**src/rtl/ov_chain_ctrl.sv**
```systemverilog
// Overflow-flag write arbiter and multi-word chain sequencer.
// Arbitrates ALU and software flag writes against chained carry operations that route the flag through the ALU carry.
module ov_chain_ctrl (
    input  logic       CLK,
    input  logic       reset,
    input  logic       alu_req,
    input  logic       alu_ov,
    input  logic       sw_req,
    input  logic       sw_val,
    input  logic       chain_start,
    input  logic [2:0] chain_len,
    input  logic       chain_carry,
    input  logic       ovOut,
    output logic       OvWrite,
    output logic       dataIn,
    output logic       carry_in,
    output logic       step,
    output logic [2:0] step_idx,
    output logic [1:0] grant,
    output logic       alu_stall,
    output logic       sw_stall,
    output logic       busy,
    output logic       done
);

    typedef enum logic [1:0] {
        IDLE  = 2'd0,
        CLEAR = 2'd1,
        STEP  = 2'd2,
        DONE  = 2'd3
    } state_t;

    localparam logic [1:0] GRANT_NONE  = 2'b00;
    localparam logic [1:0] GRANT_ALU   = 2'b01;
    localparam logic [1:0] GRANT_SW    = 2'b10;
    localparam logic [1:0] GRANT_CHAIN = 2'b11;
    localparam logic [2:0] IDX_MAX     = 3'd7;

    state_t     state_reg, state_next;
    logic [2:0] len_reg, len_next;
    logic [2:0] idx_reg, idx_next;

    always_ff @(posedge CLK or posedge reset) begin
        if (reset) begin
            state_reg <= IDLE;
            len_reg   <= 3'd0;
            idx_reg   <= 3'd0;
        end else begin
            state_reg <= state_next;
            len_reg   <= len_next;
            idx_reg   <= idx_next;
        end
    end

    assign step_idx = idx_reg;

    always_comb begin
        state_next = state_reg;
        len_next   = len_reg;
        idx_next   = idx_reg;
        OvWrite    = 1'b0;
        dataIn     = 1'b0;
        carry_in   = 1'b0;
        step       = 1'b0;
        grant      = GRANT_NONE;
        alu_stall  = 1'b0;
        sw_stall   = 1'b0;
        busy       = 1'b0;
        done       = 1'b0;

        case (state_reg)
            IDLE: begin
                if (chain_start) begin
                    // The flag write for this cycle is suppressed; CLEAR writes 0 next.
                    grant      = GRANT_CHAIN;
                    len_next   = chain_len;
                    state_next = CLEAR;
                    sw_stall   = sw_req;
                    alu_stall  = alu_req;
                end else if (sw_req) begin
                    OvWrite   = 1'b1;
                    dataIn    = sw_val;
                    grant     = GRANT_SW;
                    alu_stall = alu_req;
                end else if (alu_req) begin
                    OvWrite = 1'b1;
                    dataIn  = alu_ov;
                    grant   = GRANT_ALU;
                end
            end
            CLEAR: begin
                busy       = 1'b1;
                grant      = GRANT_CHAIN;
                sw_stall   = sw_req;
                alu_stall  = alu_req;
                OvWrite    = 1'b1;
                dataIn     = 1'b0;
                idx_next   = 3'd0;
                state_next = STEP;
            end
            STEP: begin
                busy      = 1'b1;
                grant     = GRANT_CHAIN;
                sw_stall  = sw_req;
                alu_stall = alu_req;
                step      = 1'b1;
                // The flag register doubles as the inter-word carry latch.
                carry_in  = ovOut;
                OvWrite   = 1'b1;
                dataIn    = chain_carry;
                if (idx_reg == len_reg) begin
                    state_next = DONE;
                end else if (idx_reg != IDX_MAX) begin
                    idx_next = idx_reg + 3'd1;
                end
            end
            DONE: begin
                busy       = 1'b1;
                grant      = GRANT_CHAIN;
                sw_stall   = sw_req;
                alu_stall  = alu_req;
                done       = 1'b1;
                state_next = IDLE;
            end
            default: begin
                state_next = IDLE;
            end
        endcase

        // Outputs drop the instant reset rises, not at the next edge.
        if (reset) begin
            OvWrite   = 1'b0;
            dataIn    = 1'b0;
            carry_in  = 1'b0;
            step      = 1'b0;
            grant     = GRANT_NONE;
            alu_stall = 1'b0;
            sw_stall  = 1'b0;
            busy      = 1'b0;
            done      = 1'b0;
        end
    end

endmodule

```
**config.mk**
```make
export PLATFORM = sky130hd
export DESIGN_NAME = ov_chain_ctrl
export DESIGN_NICKNAME = d
export VERILOG_FILES = /design/src/rtl/ov_chain_ctrl.sv
export SDC_FILE = /design/constraint.sdc
export NUM_CORES = 1
export LEC_CHECK = 0
export CAP_MARGIN = 40
export CORE_ASPECT_RATIO = 1.25
export CORE_MARGIN = 5
export CORE_UTILIZATION = 37
export DETAILED_ROUTE_END_ITERATION = 8
export MAX_ROUTING_LAYER = met4
export PLACE_DENSITY_LB_ADDON = 0.15
export SLEW_MARGIN = 20
export SYNTH_ARGS = -nofsm -noshare
export SYNTH_HDL_FRONTEND = slang
export SYNTH_SLANG_ARGS = --single-unit
```
**constraint.sdc**
```tcl
create_clock -name CLK -period 1.42 [get_ports CLK]
set_input_delay 0.284 -clock CLK [delete_from_list [all_inputs] [get_ports CLK]]
set_output_delay 0.284 -clock CLK [all_outputs]
set_load 0.01 [all_outputs]
```
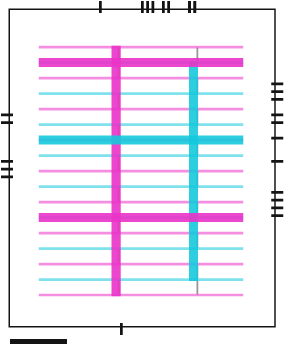
Figure 1: run 1, PDN straps and rails.
The bar under the picture is 10 um long. Pins as bars on the die edge. Tap cells in grey.
VDD -> cyan
VSS -> magenta
met1 rails = 17
met5 straps = 3
tap cells = 18
signal pins = 25
rows = 16
horizontal die size: 46.4 um
Peak supply drop: 1420 uV
die height: 55.5 um
core box area: 0.00156 mm2

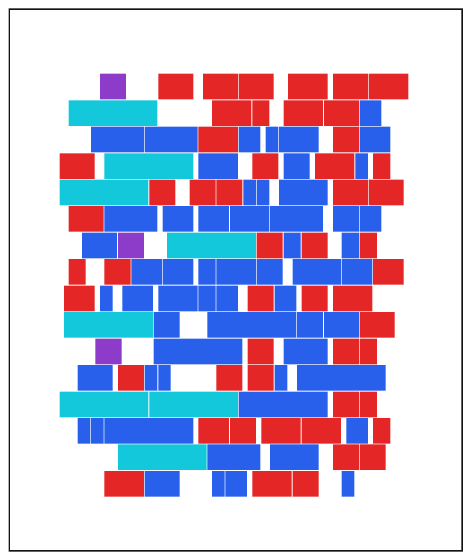
Figure 2: run 1, placement by cell class.
remaining buffers and delay cells -> red  # cells 51
clock-net drivers -> purple  # cells 3
sequential cells -> cyan  # cells 8
remaining logic cells -> blue  # cells 58

==> flow_summary.ini, run 1 <==
; synthesis and place-and-route metrics
[setup_path]
rrSetupSlack_ns = -0.18
worstPathCellList = inv_2 > ha_4 > nand2b_4 > o21a_1 > and2_4 > buf_6
r2r_start = state_reg[0]
critical_path.startpoint = state_reg[0]
critical_path_buf_inv_count = 2
crit_required_ns = 1.14
crit_path_end_kind = output pin
timing.critical_path.max_delay_family = flip-flops
worstSetupEndpoint = alu_stall
reg2reg_depth = 8
timing.critical_path.fanout_max = 4
r2r_end = state_reg[1]
cp_num_cells = 6
slowest_delay_ns = 0.40
arrival_ns = 1.47
path_class = register to output pin

[outcome]
status = finished with violations
failed_checks = negative setup slack

[clock_tree]
clock_path_buffers = 2
tritoncts = done
cts-root-buf = sky130_fd_sc_hd__clkbuf_4
clkSlewWorstSetupHoldPaths_ns = 0.05
cts.sink_count = 8
htree_levels = 1

[layout]
area_used_by_sequential_logic_in_the_layout_um2 = 200
finish.net_count = 141
num-fill-cells = 107
diodes = 0
final_util_pct = 79.3
mostFrequentLayoutCells = 20 x sky130_fd_sc_hd__buf_4, 11 x sky130_fd_sc_hd__buf_6, 10 x sky130_fd_sc_hd__clkdlybuf4s50_1, 8 x sky130_fd_sc_hd__dfrtp_1
drive_gt1_share_pct = 56.7
final_area_mm2 = 0.00124
layout.cells.most_common = sky130_fd_sc_hd__buf_4
final-comb-area_um2 = 533

[final_timing]
worst_margin_pin_slew_ns = 0.423
max_clock_freq_ghz = 0.571
grt_setup_unrepaired = true
finalHoldWorstSlack_ns = 0.470
worst_slew_margin_rel_pct = 71.6
clk_skew_ns = 0.00293
setup_violations = 14
final_min_period_over_clock_period_pct = 123
finalWorstPathRequiredPeriod_ns = 1.75
final.setup.worst_slack_ns = -0.332
final_max_slew_viol_count = 0
timing.final.hold_violations = 0

[logic_synthesis]
synth_flop_count = 8
simple_gate_area_share_pct = 22.1
synth.comb.largest_family = simple AND/OR/NAND/NOR gates
ys_seq_share_pct = 32.7
synthDistinctLibCells = 25
ys_sh_mux_pct = 10.4
post_synth_inst_count = 66
yosys.area_share.xor_xnor_pct = 4.29
syn_area_per_cell_um2 = 9.27
postSynthNetCount = 85
yosys_warnings = 0
yosys_area_um2 = 612
compound_area_share_pct = 12.5

[global_routing]
global_route.usage.total_pct = 15.6
first_global_vias = 758
grt_antenna_before_repair = 0
globalRoute.totalOverflow = 0
wire_length_of_the_first_global_routing_pass_mm = 3.00
grt_start_max_net_pins = 9

[flow_run]
cap_viol_max_count = 0
warnings = 33

[routing]
detailroute.via_count = 690
final_routed_drc_violation_total = 0
first_iter_violations = 5
finalWirelength_mm = 1.99
post_drt_via_cell_ratio = 5.00
drt-wirelength-per-cell_um = 14.4
post_route_antenna_net_violation_count = 0
drt_first_pass_iters = 4

[min_path]
hp-class = input port to async pin

[pwr]
comb-power_w = 0.00201
intPower_w = 0.00160
top_power_group = combinational logic
power-per-cell-area_mw_per_mm2 = 2120
p_leak_nw = 0.607
seq_power_share_pct = 17.1
power.net_switching_w = 0.00103
power_frac_comb_pct = 76.4
power_switching_share_pct = 39.2
power_in_sequential_cells_w = 0.000450

[place]
portBuffers = 24
pre_cts_slack_ns = -0.632
place_hpwl_mm = 1.32
gp_congestion = 0.745

[floorplanning]
floorplan.initialDensity_pct = 39.2
die_footprint_mm2 = 0.00257
site_rows = 16
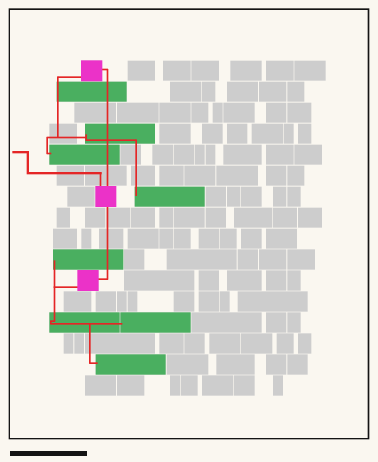
Figure 3: run 1, routed clock nets over the placement.
The bar under the picture is 10 um long.
clock-net drivers -> magenta  # count 3
clock wires -> red  # length 112 um
flip-flops -> green  # count 8
routed clock nets = 4
worst skew pair latency: 0.25 ns
clock distribution power: 0.000169 W
share of total power in the clock network: 6.4%

run 1: per-stage QoR:
step,std cells,TNS [ns]
5_1_grt,138,-3.40
3_3_place_gp,124,-5.70
3_5_place_dp,124,-5.80
6_report,138,-2.43
2_1_floorplan,66,-0.00275
4_1_cts,133,-2.54
run 1: what timing repair did:
action / CTS / global route
pin swaps: 4 / 9
hold buffers: 0 / 0
buffers inserted: 7 / 7
resized: 55 / 28
setup endpoints to repair: 17 / 17
hold endpoints to repair: 0 / 0
run 1: synth_stat cells:
cell                       n  area (um2)
sky130_fd_sc_hd__a211o_1   1        8.76
sky130_fd_sc_hd__a21o_1    1        7.51
sky130_fd_sc_hd__a21oi_1   4        20.0
sky130_fd_sc_hd__a311o_2   1        11.3
sky130_fd_sc_hd__a31oi_1   1        6.26
sky130_fd_sc_hd__and2_1    2        12.5
sky130_fd_sc_hd__and2_2    1        7.51
sky130_fd_sc_hd__and3_1    2        12.5
sky130_fd_sc_hd__dfrtp_1   8         200
sky130_fd_sc_hd__ha_1      7        87.6
sky130_fd_sc_hd__inv_1     6        22.5
sky130_fd_sc_hd__mux2_2    3        33.8
sky130_fd_sc_hd__mux2i_1   3        30.0
sky130_fd_sc_hd__nand2_1   7        26.3
sky130_fd_sc_hd__nand2b_1  4        25.0
sky130_fd_sc_hd__nand3_1   1        5.00
sky130_fd_sc_hd__nand3b_1  2        15.0
sky130_fd_sc_hd__nor2_1    2        7.51
sky130_fd_sc_hd__nor2b_1   2        12.5
sky130_fd_sc_hd__nor3_1    1        5.00
sky130_fd_sc_hd__o21a_1    1        7.51
sky130_fd_sc_hd__o221ai_1  1        8.76
sky130_fd_sc_hd__o22ai_1   1        6.26
sky130_fd_sc_hd__or2_2     1        6.26
sky130_fd_sc_hd__xnor2_1   3        26.3
run 1: layer usage:
metal | GRT usage (%) | vias up | wire [um]
met5 | - | - | 0
met4 | 7.72 | 0 | 21
li1 | - | 337 | -
met3 | 2.60 | 3 | 134
met1 | 15.1 | 329 | 681
met2 | 27.8 | 21 | 1150
run 1: worst register-to-register path, cell delays in order, from the launching register on:
cell and delay (ns):
sky130_fd_sc_hd__dfrtp_1 0.40, sky130_fd_sc_hd__inv_2 0.12, sky130_fd_sc_hd__ha_4 0.17, sky130_fd_sc_hd__nor2b_4 0.17
sky130_fd_sc_hd__buf_4 0.12, sky130_fd_sc_hd__buf_6 0.07, sky130_fd_sc_hd__buf_4 0.09, sky130_fd_sc_hd__o221ai_2 0.08
sky130_fd_sc_hd__a211o_1 0.24
run 1: final cells by class:
| class | count | area share [%] |
|---|---|---|
| multi-input cells | 52 | 43.0 |
| well taps | 18 | 1.82 |
| flip-flops and latches | 8 | 16.2 |
| inverters | 6 | 2.02 |
| clock buffers | 3 | 1.82 |
| repair buffers | 51 | 35.2 |
run 1: worst min-delay path by stage:
stage	from	end	slack, ns	cells after the start
after floorplan	reset	len_reg[0]	0.11	1
after global placement	len_reg[1]	len_reg[1]	0.51	1
after detailed placement	len_reg[2]	len_reg[2]	0.52	1
after CTS	reset	state_reg[0]	0.46	3
after global routing	reset	len_reg[1]	0.48	3
final	reset	len_reg[2]	0.47	3
## Run 2: what changed since run 1
--- a/config.mk
+++ b/config.mk
@@ -10,6 +10,7 @@
 export CORE_MARGIN = 5
 export CORE_UTILIZATION = 37
 export DETAILED_ROUTE_END_ITERATION = 8
+export GPL_ROUTABILITY_DRIVEN = 1
 export MAX_ROUTING_LAYER = met4
 export PLACE_DENSITY_LB_ADDON = 0.15
 export SLEW_MARGIN = 20
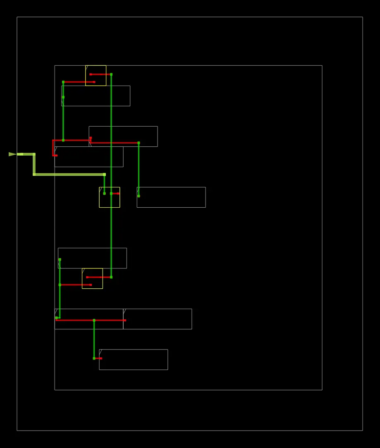
Figure 4: run 2, the clock network.
seq_cells: 8
TritonCTS Sinks: 8

==> flow_summary.ini, run 2 <==
; synthesis and place-and-route metrics
[outcome]
status = finished with violations
failed_checks = negative setup slack

[setup_path]
crit_required_ns = 1.14
reg2reg_depth = 8
crit_path_start_kind = register
path_class = register to output pin
r2r_start = state_reg[0]
timing.critical_path.fanout_max = 4
crit_path_end_kind = output pin
rrSetupSlack_ns = -0.18
arrival_ns = 1.47
r2r_end = state_reg[1]

[final_timing]
finalHoldWorstSlack_ns = 0.470
final.setup.tns_ns = -2.43
setup_violations = 14
worst_slew_margin_rel_pct = 71.6
clk_skew_ns = 0.00293
grt_setup_unrepaired = true
final_min_period_over_clock_period_pct = 123
timing.final.hold_violations = 0
finalWorstPathRequiredPeriod_ns = 1.75
final_max_slew_viol_count = 0
final.setup.worst_slack_ns = -0.332
worst_margin_pin_slew_ns = 0.423
max_clock_freq_ghz = 0.571

[clock_tree]
htree_levels = 1
worstSkewPairLatency_ns = 0.25
cts-root-buf = sky130_fd_sc_hd__clkbuf_4
clock_path_buffers = 2
holdBufCountCts = 0
tritoncts = done
cts_inserted_buffers = 3
clkSlewWorstSetupHoldPaths_ns = 0.05

[layout]
layout.cells.most_common = sky130_fd_sc_hd__buf_4
diodes = 0
area_growth_syn_to_layout_pct = 102
mostFrequentLayoutCells = 20 x sky130_fd_sc_hd__buf_4, 11 x sky130_fd_sc_hd__buf_6, 10 x sky130_fd_sc_hd__clkdlybuf4s50_1, 8 x sky130_fd_sc_hd__dfrtp_1
finish.net_count = 141
drive_gt1_share_pct = 56.7

[logic_synthesis]
top_area_cell = sky130_fd_sc_hd__dfrtp_1
postSynthNetCount = 85
synth_flop_count = 8
netlist_top_cells_area = sky130_fd_sc_hd__dfrtp_1 33%, sky130_fd_sc_hd__ha_1 14%, sky130_fd_sc_hd__mux2_2 5.5%
edf_count = 0
synth_top_flop_cell = sky130_fd_sc_hd__dfrtp_1
postSynth.asyncResetShare_pct = 100
syn_area_per_cell_um2 = 9.27
synth_stat.cells = 66
yosys-top-cells-count = 8 x sky130_fd_sc_hd__dfrtp_1, 7 x sky130_fd_sc_hd__ha_1, 7 x sky130_fd_sc_hd__nand2_1, 6 x sky130_fd_sc_hd__inv_1
yosysMostFrequentCell = sky130_fd_sc_hd__dfrtp_1
ys_seq_share_pct = 32.7
post_synth_inst_count = 66
synth.top_cell.area_share_pct = 32.7
synthDistinctLibCells = 25
syn_area_um2 = 612
yosys_area_um2 = 612
yosys_warnings = 0

[pwr]
power_switching_share_pct = 39.2
p_leak_nw = 0.607
power.share.clock_pct = 6.4
seq_power_share_pct = 17.1
power_frac_comb_pct = 76.4
power-per-cell-area_mw_per_mm2 = 2120
power.net_switching_w = 0.00103
irDropWorstVdd_uv = 1420
intPower_w = 0.00160

[global_routing]
grt_antenna_before_repair = 0
global_route.usage.total_pct = 15.6
wire_length_of_the_first_global_routing_pass_mm = 3.00
globalRoute.totalOverflow = 0
grt_start_max_net_pins = 9
first_global_vias = 758

[routing]
drt_first_pass_iters = 4
drt-wirelength-per-cell_um = 14.4
finalWirelength_mm = 1.99
detailroute.via_count = 690
post_drt_via_cell_ratio = 5.00
post_route_antenna_net_violation_count = 0
final_routed_drc_violation_total = 0
first_iter_violations = 5

[min_path]
hp-class = input port to async pin

[floorplanning]
io_pins = 25
floorplan.initialDensity_pct = 39.2
placeableCoreArea_mm2 = 0.00156
fp.dieH_um = 55.5
site_rows = 16
dieWidth_um = 46.4
die_footprint_mm2 = 0.00257

[place]
portBuffers = 24
place_hpwl_mm = 1.32
gp_congestion = 0.745

[flow_run]
cap_viol_max_count = 0
warnings = 33
## run 2: cell counts after synthesis
No cell type changed its count.
## run 2: worst max-delay path: stages (launching register included)
cell	delay (ns)
sky130_fd_sc_hd__dfrtp_1	0.40
sky130_fd_sc_hd__inv_2	0.12
sky130_fd_sc_hd__ha_4	0.17
sky130_fd_sc_hd__nand2b_4	0.07
sky130_fd_sc_hd__o21a_1	0.18
sky130_fd_sc_hd__and2_4	0.16
sky130_fd_sc_hd__buf_6	0.11
## run 2: repair_timing
item,in CTS,in global routing
hold endpoints to repair,0,0
resized,55,28
setup buffers,7,7
setup endpoints to repair,17,17
pin swaps,4,9
## run 2: logic make-up after synthesis
logic type	after synthesis	synth area share, %
buf+inv	6	3.68
simple gates	25	22.1
fa+ha+maj	7	14.3
mux	6	10.4
compound gates	11	12.5
flops	8	32.7
xor+xnor	3	4.30
## run 2: final cells by class
class | instances | area [um2]
multi-input combinational | 52 | 533
fill | 107 | 323
sequential | 8 | 200
timing repair buffer | 51 | 435
clock buffer | 3 | 22.5
tap | 18 | 22.5
inverter | 6 | 25.0
## run 2: stage by stage
stage                     setup slack, ns  util [%]  cells  instance area, um2  total power [W]
after CTS                          -0.314      71.2    133                1110          0.00230
after floorplan                  -0.00275         -     66                 644          0.00130
after global routing               -0.400      79.3    138                1240          0.00286
after global placement             -0.613      65.8    124                1030          0.00190
after detailed placement           -0.632      65.8    124                1030          0.00194
final                              -0.332      79.3    138                1240          0.00263
## run 2: routing by layer
metal  vias to the layer above  GRT usage, %  routed length [um]
met5                         -             -                   0
met4                         0          7.72                  21
met3                         3          2.60                 134
met2                        21          27.8                1150
met1                       329          15.1                 681
li1                        337             -                   -
## run 2: power groups by stage
stage | logic [W] | clock network [W] | registers (W)
final | 0.00201 | 0.000169 | 0.000450
after floorplan | 0.000827 | 0 | 0.000469
after CTS | 0.00169 | 0.000180 | 0.000424
after global placement | 0.00147 | 0 | 0.000428
after global routing | 0.00220 | 0.000193 | 0.000464
after detailed placement | 0.00150 | 0 | 0.000436
## run 2: worst max-delay path by stage
stage,startpoint,to,slack (ns)
after global placement,sw_req,dataIn,-0.61
after CTS,state_reg[1],carry_in,-0.31
after global routing,state_reg[0],dataIn,-0.40
after floorplan,state_reg[0],step_idx[0],-0.003
final,state_reg[0],alu_stall,-0.33
after detailed placement,sw_req,dataIn,-0.63
Figure 5. Metal layers overlaid (run 2).
The bar under the picture is 10 um long. Only two layers are drawn.
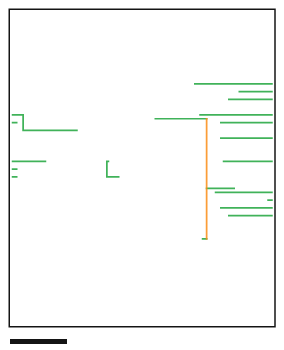

## Run 3: what changed since run 2
--- a/config.mk
+++ b/config.mk
@@ -12,7 +12,7 @@
 export DETAILED_ROUTE_END_ITERATION = 8
 export GPL_ROUTABILITY_DRIVEN = 1
 export MAX_ROUTING_LAYER = met4
-export PLACE_DENSITY_LB_ADDON = 0.15
+export PLACE_DENSITY = 0.73
 export SLEW_MARGIN = 20
 export SYNTH_ARGS = -nofsm -noshare
 export SYNTH_HDL_FRONTEND = slang
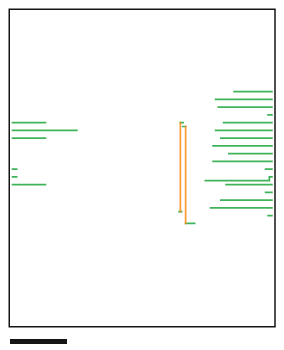
Figure 6: run 3, metal layers overlaid.
The bar under the picture is 10 um long. Only two layers are drawn.
M4 -> orange  # wire length 32.6 um
M3 -> green  # wire length 157 um

==> flow_summary.ini, run 3 <==
; synthesis and place-and-route metrics
[outcome]
status = finished with violations
failed_checks = negative setup slack

[routing]
post_route_antenna_net_violation_count = 0
first_iter_violations = 3
drt-wirelength-per-cell_um = 12.8
finalWirelength_mm = 1.72
drt_first_pass_iters = 4
detailroute.via_count = 655

[setup_path]
r2r_end = step_idx[0]
rrSetupSlack_ns = -0.13
crit_path_end_kind = output pin
cp_slowest_cell = sky130_fd_sc_hd__dfrtp_1
crit_path_start_kind = register
path_class = register to output pin
crit_required_ns = 1.14
arrival_ns = 1.39
critical_path_buf_inv_count = 4
timing.critical_path.fanout_max = 3
slowest_delay_ns = 0.35
worstPathCellList = inv_2 > buf_4 > ha_4 > inv_1 > nor2_2 > and2_1 > buf_2

[place]
portBuffers = 24
gp_congestion = 0.736
place_hpwl_mm = 1.35

[logic_synthesis]
synth.comb.largest_family = simple AND/OR/NAND/NOR gates
post_synth_inst_count = 66
yosys_warnings = 0
yosys_area_um2 = 612
ys_sh_mux_pct = 10.4
postSynthNetCount = 85
compound_area_share_pct = 12.5
ys_seq_share_pct = 32.7
synth.top_cell.area_share_pct = 32.7
yosysMostFrequentCell = sky130_fd_sc_hd__dfrtp_1
synth_top_flop_cell = sky130_fd_sc_hd__dfrtp_1
yosys.area_share.xor_xnor_pct = 4.29
edf_count = 0
synthDistinctLibCells = 25
top_area_cell = sky130_fd_sc_hd__dfrtp_1
syn_area_um2 = 612
synth_flop_count = 8
synthAdderAreaFrac_pct = 14.3
synth_stat.cells = 66
postSynth.asyncResetShare_pct = 100
yosys-top-cells-count = 8 x sky130_fd_sc_hd__dfrtp_1, 7 x sky130_fd_sc_hd__ha_1, 7 x sky130_fd_sc_hd__nand2_1, 6 x sky130_fd_sc_hd__inv_1
simple_gate_area_share_pct = 22.1

[final_timing]
max_clock_freq_ghz = 0.599
final.setup.worst_slack_ns = -0.250
final.setup.tns_ns = -2.21
grt_setup_unrepaired = true
finalWorstPathRequiredPeriod_ns = 1.67
timing.final.hold_violations = 0
setup_violations = 14
clk_skew_ns = 0.00146
final_max_slew_viol_count = 0
worst_margin_pin_slew_ns = 0.367

[pwr]
power-per-cell-area_mw_per_mm2 = 2100
p_leak_nw = 0.566
total_power_w = 0.00236

[layout]
diodes = 0
drive_gt1_share_pct = 49.1
finish.net_count = 137
mostFrequentLayoutCells = 17 x sky130_fd_sc_hd__buf_4, 8 x sky130_fd_sc_hd__clkdlybuf4s50_1, 8 x sky130_fd_sc_hd__dfrtp_1, 8 x sky130_fd_sc_hd__buf_2, 8 x sky130_fd_sc_hd__buf_6
area_growth_syn_to_layout_pct = 83.8
layout.cells.most_common = sky130_fd_sc_hd__buf_4

[flow_run]
cap_viol_max_count = 0
warnings = 33

[clock_tree]
cts_inserted_buffers = 3
clock_path_buffers = 2
cts.sink_count = 8
clkSlewWorstSetupHoldPaths_ns = 0.05
cts-root-buf = sky130_fd_sc_hd__clkbuf_4
worstSkewPairLatency_ns = 0.24
tritoncts = done

[global_routing]
global_route.usage.total_pct = 14.4
wire_length_of_the_first_global_routing_pass_mm = 2.82
global_route.usage.met1_pct = 15.3
globalRoute.totalOverflow = 0
grt.met2_usage_pct = 26.8
first_global_vias = 696
grt_use_met3_pct = 1.30
grt_start_max_net_pins = 9
grt_antenna_before_repair = 0

[floorplanning]
dieWidth_um = 46.4
die_footprint_mm2 = 0.00257
io_pins = 25
placeableCoreArea_mm2 = 0.00156
fp.dieH_um = 55.5
floorplan.initialDensity_pct = 39.2
site_rows = 16

[min_path]
hp-class = input port to async pin
## run 3: cell counts after synthesis
No cell type changed its count.
## run 3: where the power goes
part	total [W]	switching, W	internal [W]
Clock	0.000161	0.0000650	0.0000959
Sequential	0.000432	0.0000853	0.000347
Combinational	0.00177	0.000761	0.00101
## run 3: what timing repair did
item	in CTS	in global routing
resized	56	7
hold endpoints to repair	0	0
buffers inserted	5	2
setup endpoints to repair	17	14
pin swaps	5	3
## run 3: logic make-up after synthesis
family | count (synthesis)
AND-OR/OR-AND | 11
flip-flops | 8
XOR/XNOR | 3
adder cells (fa/ha/maj) | 7
multiplexers | 6
AND/OR/NAND/NOR | 25
buffers and inverters | 6
## run 3: worst register-to-register path: cells and delay by family, from the launching register on
| family | cells | cell delay [ns] |
|---|---|---|
| AOI/OAI and AO/OA | 1 | 0.35 |
| buffers and inverters | 4 | 0.43 |
| muxes | 1 | 0.13 |
| adders and majority gates | 1 | 0.14 |
| DFF | 1 | 0.38 |
## run 3: how the worst max path moves through the flow
stage,from,end,depth (start not counted)
finish,state_reg[0],carry_in,7
global route,state_reg[1],OvWrite,6
CTS,state_reg[0],alu_stall,6
detailed placement,sw_req,dataIn,5
global placement,sw_req,dataIn,5
floorplan,state_reg[0],step_idx[0],5
## run 3: final cells by class
type                    instances  area (um2)  share of cell area (%)
repair buffers                 47         390                    34.7
clock buffers                   3        22.5                    2.00
multi-input cells              52         467                    41.5
flip-flops and latches          8         200                    17.8
inverters                       6        22.5                    2.00
well taps                      18        22.5                    2.00
## run 3: metal layers
| layer | share of wire [%] | routed length (um) |
|---|---|---|
| met4 | 1.9 | 32 |
| met3 | 9.1 | 157 |
| met5 | 0 | 0 |
| met1 | 36 | 622 |
| met2 | 53 | 909 |
## run 3: metrics by stage
step / util, % / cells / area [um2] / hold WS (ns) / worst slack (ns)
floorplan: - / 66 / 644 / 0.113 / -0.00275
global placement: 66.7 / 126 / 1040 / 0.512 / -0.626
detailed placement: 66.7 / 126 / 1040 / 0.520 / -0.651
CTS: 70.0 / 134 / 1090 / 0.390 / -0.249
global route: 72.0 / 134 / 1120 / 0.463 / -0.330
finish: 72.0 / 134 / 1120 / 0.443 / -0.250
Power and IR drop assume default switching activity.
